## src/rtl/uart_frame_arbiter.sv

```systemverilog
// Round-robin scheduler that frames 16-bit samples from N_REQ producers
// into 5-byte packets (sync, header, hi, lo, checksum) for a shared uart_tx.
module uart_frame_arbiter #(
  parameter int         N_REQ     = 2,
  parameter logic [7:0] SYNC_BYTE = 8'hA5
) (
  input  logic                 sysclk,
  input  logic                 reset,
  input  logic [N_REQ-1:0]     req_valid,
  input  logic [16*N_REQ-1:0]  req_data,
  output logic [N_REQ-1:0]     req_ack,
  output logic                 tx_dv,
  output logic [7:0]           tx_byte,
  input  logic                 tx_ready,
  input  logic                 tx_done,
  output logic                 busy,
  output logic                 frame_done
);

  typedef enum logic [1:0] {IDLE, SEND, WAIT} state_t;

  state_t      state, state_n;
  logic [2:0]  last;
  logic [2:0]  bidx;
  logic [3:0]  seq;
  logic [15:0] data_cap;
  logic        grant_vld;
  logic [2:0]  grant_idx;
  logic [7:0]  valid8;
  logic [15:0] data_arr [8];

  // Pad requesters out to 8 slots so a 3-bit grant index can select directly.
  for (genvar gi = 0; gi < 8; gi++) begin : g_slot
    if (gi < N_REQ) begin : g_used
      assign valid8[gi]   = req_valid[gi];
      assign data_arr[gi] = req_data[16*gi +: 16];
    end else begin : g_pad
      assign valid8[gi]   = 1'b0;
      assign data_arr[gi] = 16'h0000;
    end
  end

  function automatic logic [7:0] frame_byte(input logic [2:0]  idx,
                                            input logic [3:0]  s,
                                            input logic [2:0]  g,
                                            input logic [15:0] d);
    logic [7:0] hdr;
    hdr = {s, 1'b0, g};
    case (idx)
      3'd0:    frame_byte = SYNC_BYTE;
      3'd1:    frame_byte = hdr;
      3'd2:    frame_byte = d[15:8];
      3'd3:    frame_byte = d[7:0];
      default: frame_byte = hdr ^ d[15:8] ^ d[7:0];
    endcase
  endfunction

  // Search starts just past the last winner so every active requester is served once per rotation.
  always_comb begin
    grant_vld = 1'b0;
    grant_idx = last;
    for (int i = 1; i <= N_REQ; i++) begin
      if (!grant_vld && valid8[3'((int'(last) + i) % N_REQ)]) begin
        grant_vld = 1'b1;
        grant_idx = 3'((int'(last) + i) % N_REQ);
      end
    end
  end

  always_comb begin
    state_n = state;
    case (state)
      IDLE:    if (grant_vld) state_n = SEND;
      SEND:    if (tx_ready)  state_n = WAIT;
      WAIT:    if (tx_done)   state_n = (bidx == 3'd4) ? IDLE : SEND;
      default: state_n = IDLE;
    endcase
  end

  // Control and registered outputs
  always_ff @(posedge sysclk) begin
    if (reset) begin
      state      <= IDLE;
      last       <= 3'(N_REQ - 1);
      seq        <= 4'd0;
      bidx       <= 3'd0;
      req_ack    <= '0;
      tx_dv      <= 1'b0;
      tx_byte    <= 8'h00;
      busy       <= 1'b0;
      frame_done <= 1'b0;
    end else begin
      state      <= state_n;
      busy       <= (state_n != IDLE);
      tx_dv      <= 1'b0;
      frame_done <= 1'b0;
      for (int i = 0; i < N_REQ; i++)
        req_ack[i] <= (state == IDLE) && grant_vld && (grant_idx == 3'(i));
      case (state)
        IDLE: if (grant_vld) begin
          last <= grant_idx;
          bidx <= 3'd0;
        end
        SEND: if (tx_ready) begin
          tx_dv   <= 1'b1;
          tx_byte <= frame_byte(bidx, seq, last, data_cap);
        end
        WAIT: if (tx_done) begin
          if (bidx == 3'd4) begin
            frame_done <= 1'b1;
            seq        <= seq + 4'd1;
          end else begin
            bidx <= bidx + 3'd1;
          end
        end
        default: ;
      endcase
    end
  end

  // Sample capture; holds the granted data for the whole frame
  always_ff @(posedge sysclk) begin
    if (state == IDLE && grant_vld)
      data_cap <= data_arr[grant_idx];
  end

endmodule

```

## config.mk

```make
export PLATFORM = sky130hd
export DESIGN_NAME = uart_frame_arbiter
export DESIGN_NICKNAME = d
export VERILOG_FILES = /design/src/rtl/uart_frame_arbiter.sv
export SDC_FILE = /design/constraint.sdc
export NUM_CORES = 1
export LEC_CHECK = 0
export CAP_MARGIN = 5
export CORE_MARGIN = 3
export CORE_UTILIZATION = 53
export DETAILED_ROUTE_END_ITERATION = 6
export PLACE_DENSITY = 0.85
export SLEW_MARGIN = 20
export SYNTH_ARGS = -nofsm -noshare
export SYNTH_HDL_FRONTEND = slang
export SYNTH_SLANG_ARGS = --single-unit
```

## constraint.sdc

```tcl
create_clock -name sysclk -period 2.4 [get_ports sysclk]
set_input_delay 0.48 -clock sysclk [delete_from_list [all_inputs] [get_ports sysclk]]
set_output_delay 0.48 -clock sysclk [all_outputs]
set_load 0.02 [all_outputs]
```

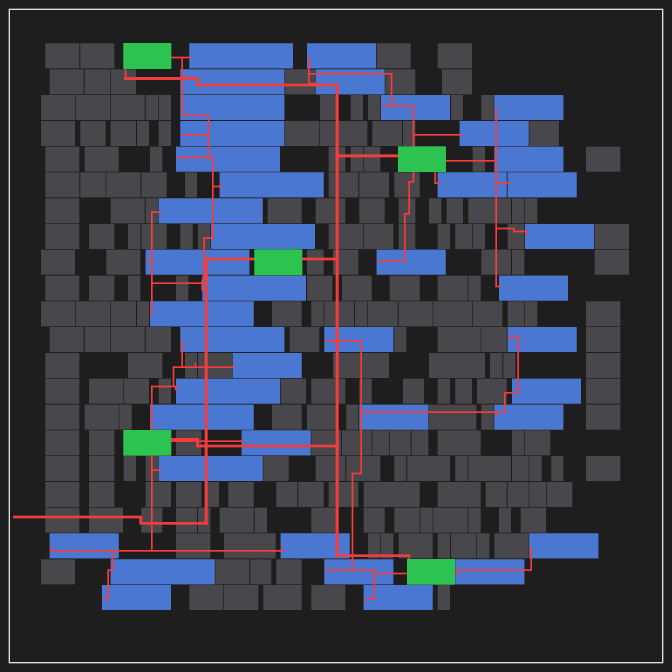
(run_1/clk_routes.png)
flip-flops: in blue, count 41. clock drivers: in green, count 5. clock wires: in red, length 467 um.
There are 6 routed clock nets.
proportion of power drawn by the clock network: 0.273
setup skew after layout: 0.00359 ns
clock distribution power: 0.457 mW

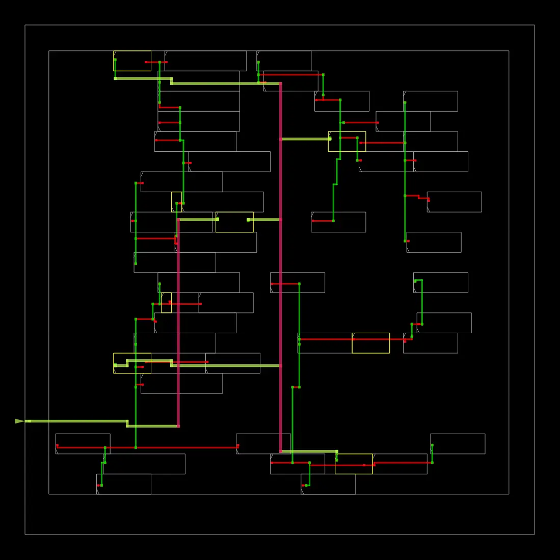
(run_1/clocks.png)
Insertion Delay late pin: 0.30 ns
clock buffers created by TritonCTS: 5
clock sinks: 41
CLK BUF: 8

==> metrics.json, run 1 <==
{
  "synth": {
    "edf_count": 16,
    "synth_stat.cells": 210,
    "mappedNetlistArea_mm2": 0.00209,
    "synthCells": 210,
    "syn-mean-instance-area_um2": 9.94,
    "synth_cell_type_count": 41,
    "top_cell_area_share": 0.240,
    "largest_area_cell": "dfxtp_1"
  },
  "worst_setup_path": {
    "critical_path_arrival_ns": 2.11,
    "cp_max_fo": 9,
    "reg2reg_from": "bidx[0]",
    "cp-startpoint": "bidx[0]",
    "crit_required_ns": 2.60,
    "cp-start-kind": "register"
  },
  "pwr": {
    "powerDensity_mw_per_mm2": 613
  },
  "status": {
    "run_status": "completed"
  },
  "clocking": {
    "htree_levels": 2,
    "root_buffer": "clkbuf_8",
    "post_cts_hold_buffer_count": 0
  },
  "final_layout": {
    "fin_nets": 306,
    "n_fill_cell": 286,
    "bufAreaShareNonClock": 0.203,
    "layout_top_cells": "clkdlybuf4s50_1 (50), nor2_1 (40), dfxtp_1 (25)",
    "drive_above_1_share": 0.0951,
    "insertedDiodeCount": 0
  },
  "detailed_routing": {
    "detailedRoute.firstPassIterationCount": 5,
    "detail_route.wl_per_cell_um": 14.2,
    "drt-total-wl_mm": 4.42
  },
  "final_timing": {
    "timing_worst_slew_pin_value_ns": 0.595,
    "setup_violations": 0,
    "hold_viol": 0,
    "timing.max_slew.rel_slack": 0.602,
    "setup_repair_after_global_routing_missed_its_margin": "no",
    "timing.hold.ws_ns": 0.503
  },
  "die": {
    "core_region_area_mm2": 0.00372,
    "die_area_mm2": 0.00473
  },
  "grt": {
    "grt_start_max_net_pins": 19
  }
}
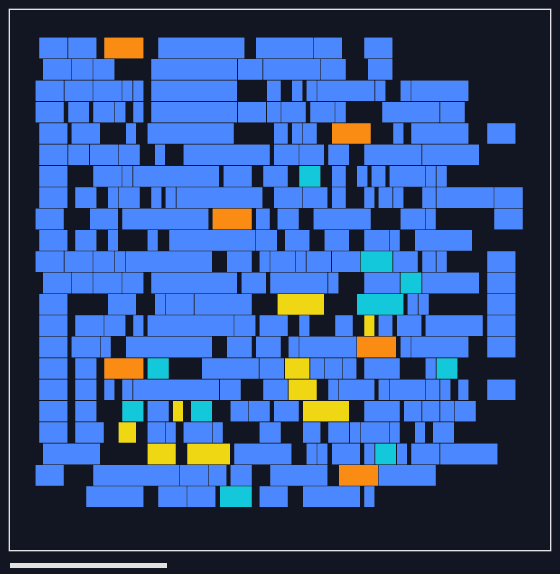
(run_1/sizes.png)
Bar = 20 um.
_2 cells: in yellow, cells 9. _0 and _1 cells: in blue, cells 238. _3 and _4 cells: in cyan, cells 10. _6 and larger: in orange, cells 6.
post-route standard cell area excluding fillers: 0.00273 mm2
area added between synthesis and finish: 30.7%
Non-Clock Buffer Count: 57
Final WS setup: 0.482 ns

## run 1: worst max-delay path, cell delays in order, from the launching register on
cell and delay [ns]:
dfxtp_1 0.43, inv_1 0.09, ha_1 0.27, or3_4 0.36
a21oi_4 0.29, nor3_2 0.08, o41ai_2 0.30
## run 1: routing by layer
| layer | routed length [um] | share of wire | up-vias | track usage |
|---|---|---|---|---|
| met4 | 116 | 0.026 | 0 | 0.0925 |
| met5 | 0 | 0 | - | 0 |
| met2 | 2040 | 0.46 | 69 | 0.333 |
| met1 | 1910 | 0.43 | 800 | 0.279 |
| met3 | 351 | 0.079 | 12 | 0.0681 |
| li1 | - | - | 860 | - |
## run 1: report_power, final
| group | switching, mW | internal [mW] | leakage [nW] |
|---|---|---|---|
| Sequential | 0.0490 | 0.802 | 0.361 |
| Clock | 0.223 | 0.234 | 0.0455 |
| Combinational | 0.166 | 0.199 | 0.569 |
## run 1: cell usage after synthesis, types with 4 or more instances
| cell | number |
|---|---|
| a21oi_1 | 9 |
| ha_1 | 6 |
| nor3_1 | 4 |
| edfxtp_1 | 16 |
| xnor2_1 | 17 |
| nand2_1 | 9 |
| nor2_1 | 40 |
| dfxtp_1 | 25 |
| inv_1 | 5 |
| a311oi_1 | 6 |
| clkbuf_1 | 5 |
| a22oi_1 | 19 |
## run 1: cell families after synthesis
group	synth area share
XOR/XNOR	0.0755
AND/OR/NAND/NOR	0.174
adder cells (fa/ha/maj)	0.0359
flip-flops	0.470
AND-OR/OR-AND	0.188
multiplexers	0.0144
buffers and inverters	0.0419
## run 1: registers in the layout, indices dropped and copies added, names as in the netlist
signal and cells:
tx_dv 1, busy 1, req_ack 2, state 2
seq 4, tx_byte 8, data_cap 16, frame_done 1
last 3, bidx 3
--- run 2 (diff from run 1) ---
- CORE_UTILIZATION: 53 -> 44
- PLACE_DENSITY: 0.85 -> 0.75
- clock period: 2.4 -> 1.7 ns (I/O delays scaled with it)
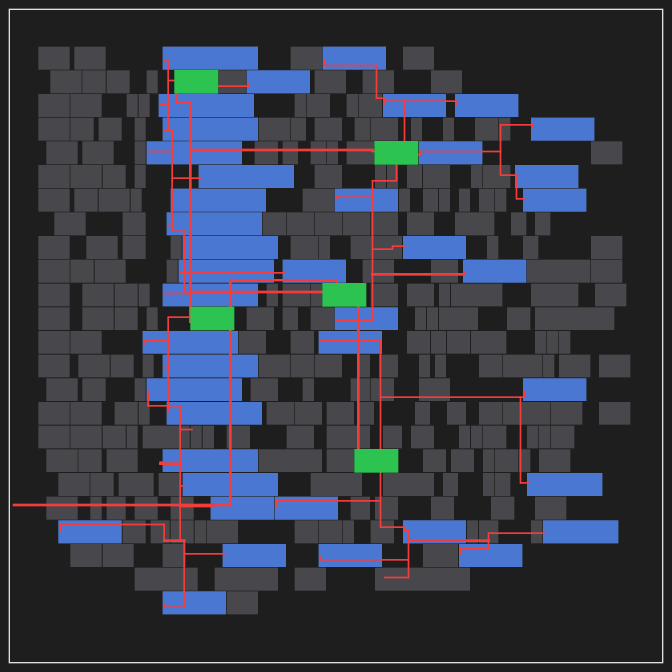
(run_2/clk_routes.png)
clock drivers: in green, count 5. flip-flops: in blue, count 41. clock wires: in red, length 513 um.
There are 6 routed clock nets.

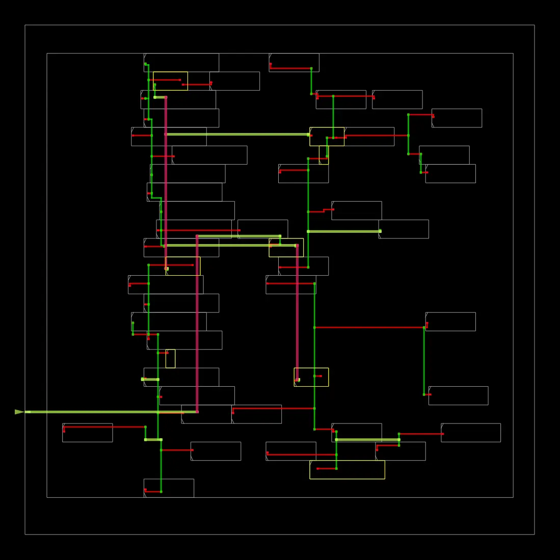
(run_2/clocks.png)
setup skew after layout: 0.0120 ns
CLK BUF: 6

==> run 2 against run 1 <==
Synthesized cell count did not move. Clock power rose by 68%. Sequential share of layout area fell by 2.9 points. Non-clock buffer count rose by 19. Clock skew rose by 0.0084 ns. Combinational power rose by 57%. Register-to-register slack got worse by 0.45 ns. Critical path type unchanged. Routed wire length rose by 4.3%. Cell count rose by 7.7%.
==> metrics.json, run 2 <==
{
  "status": {
    "run_status": "completed"
  },
  "clocking": {
    "htree_levels": 2,
    "clock_sink_count": 41,
    "post_cts_hold_buffer_count": 0
  },
  "synth": {
    "synthCells": 210,
    "top_cell_area_share": 0.240,
    "synth_dominant_cell_count": "nor2_1",
    "largest_area_cell": "dfxtp_1",
    "xor_area_frac": 0.0755,
    "synthTopLogicFamily": "AND-OR/OR-AND gates",
    "mappedNetlistArea_mm2": 0.00209,
    "ys_sh_adder": 0.0359,
    "syn-mean-instance-area_um2": 9.94
  },
  "die": {
    "die_area_mm2": 0.00561,
    "core_region_area_mm2": 0.00447
  },
  "final_layout": {
    "top_reg_by_flops": "data_cap",
    "insertedDiodeCount": 0,
    "layout_top_cells": "clkdlybuf4s50_1 (50), nor2_1 (40), dfxtp_1 (23)"
  },
  "grt": {
    "global_route_hottest_layer": "met2",
    "grt_use_met1": 0.244,
    "met3_usage": 0.0534,
    "groute.layer.met2.usage": 0.291
  },
  "final_timing": {
    "timing.hold.ws_ns": 0.506,
    "setup_violations": 0
  },
  "worst_setup_path": {
    "reg2reg_from": "bidx[0]"
  }
}
==> run 2: cell counts after synthesis <==
Identical to the previous run, type by type.
==> run 2: how the worst max path moves through the flow <==
stage / startpoint / to / slack (ns)
6_report: bidx[0] / tx_byte[5] / 0.03
5_1_grt: bidx[1] / tx_byte[5] / -0.02
4_1_cts: bidx[1] / tx_byte[2] / 0.006
3_5_place_dp: req_valid[0] / data_cap[6] / -0.22
3_3_place_gp: req_valid[0] / data_cap[5] / -0.13
2_1_floorplan: bidx[0] / tx_byte[2] / 0.07
==> run 2: area by class of cell <==
type	count	area (um2)
clock buffer	6	72.6
tap	52	65.1
sequential	41	988
clock inverter	2	33.8
fill	372	1480
multi-input combinational	151	1060
timing repair buffer	76	746
inverter	7	26.3
==> run 2: what timing repair did <==
item / in CTS / in global routing
endpoints found under the setup margin: 10 / 17
cloned: 1 / 0
endpoints found under the hold margin: 0 / 0
pin swaps: 2 / 5
gates resized: 3 / 9
==> run 2: power by group <==
group          switching (mW)  total (mW)  leakage (nW)  internal, mW
Combinational           0.244       0.570         0.683         0.326
Sequential             0.0660        1.19         0.363          1.13
Clock                   0.333       0.767        0.0528         0.433
Total                   0.643        2.53          1.10          1.89
==> run 2: worst max-delay path, cell delays in order, from the launching register on <==
cell and delay [ns]:
dfxtp_4 0.38, inv_2 0.06, ha_4 0.15, or3_4 0.42
a21oi_4 0.25, nand2_1 0.08, a311oi_1 0.25
==> run 2: routing by layer <==
metal  up-vias  wire [um]
li1        899          -
met2        75       2130
met1       820       2060
met5         -          0
met4         0         78
met3        10        337
==> run 2: per-stage QoR <==
step                worst slack, ns  instances
floorplan                    0.0711        210
global placement             -0.134        326
detailed placement           -0.219        326
CTS                         0.00596        335
global route                -0.0248        335
finish                       0.0280        335
Power is estimated from default activity; no workload was simulated.
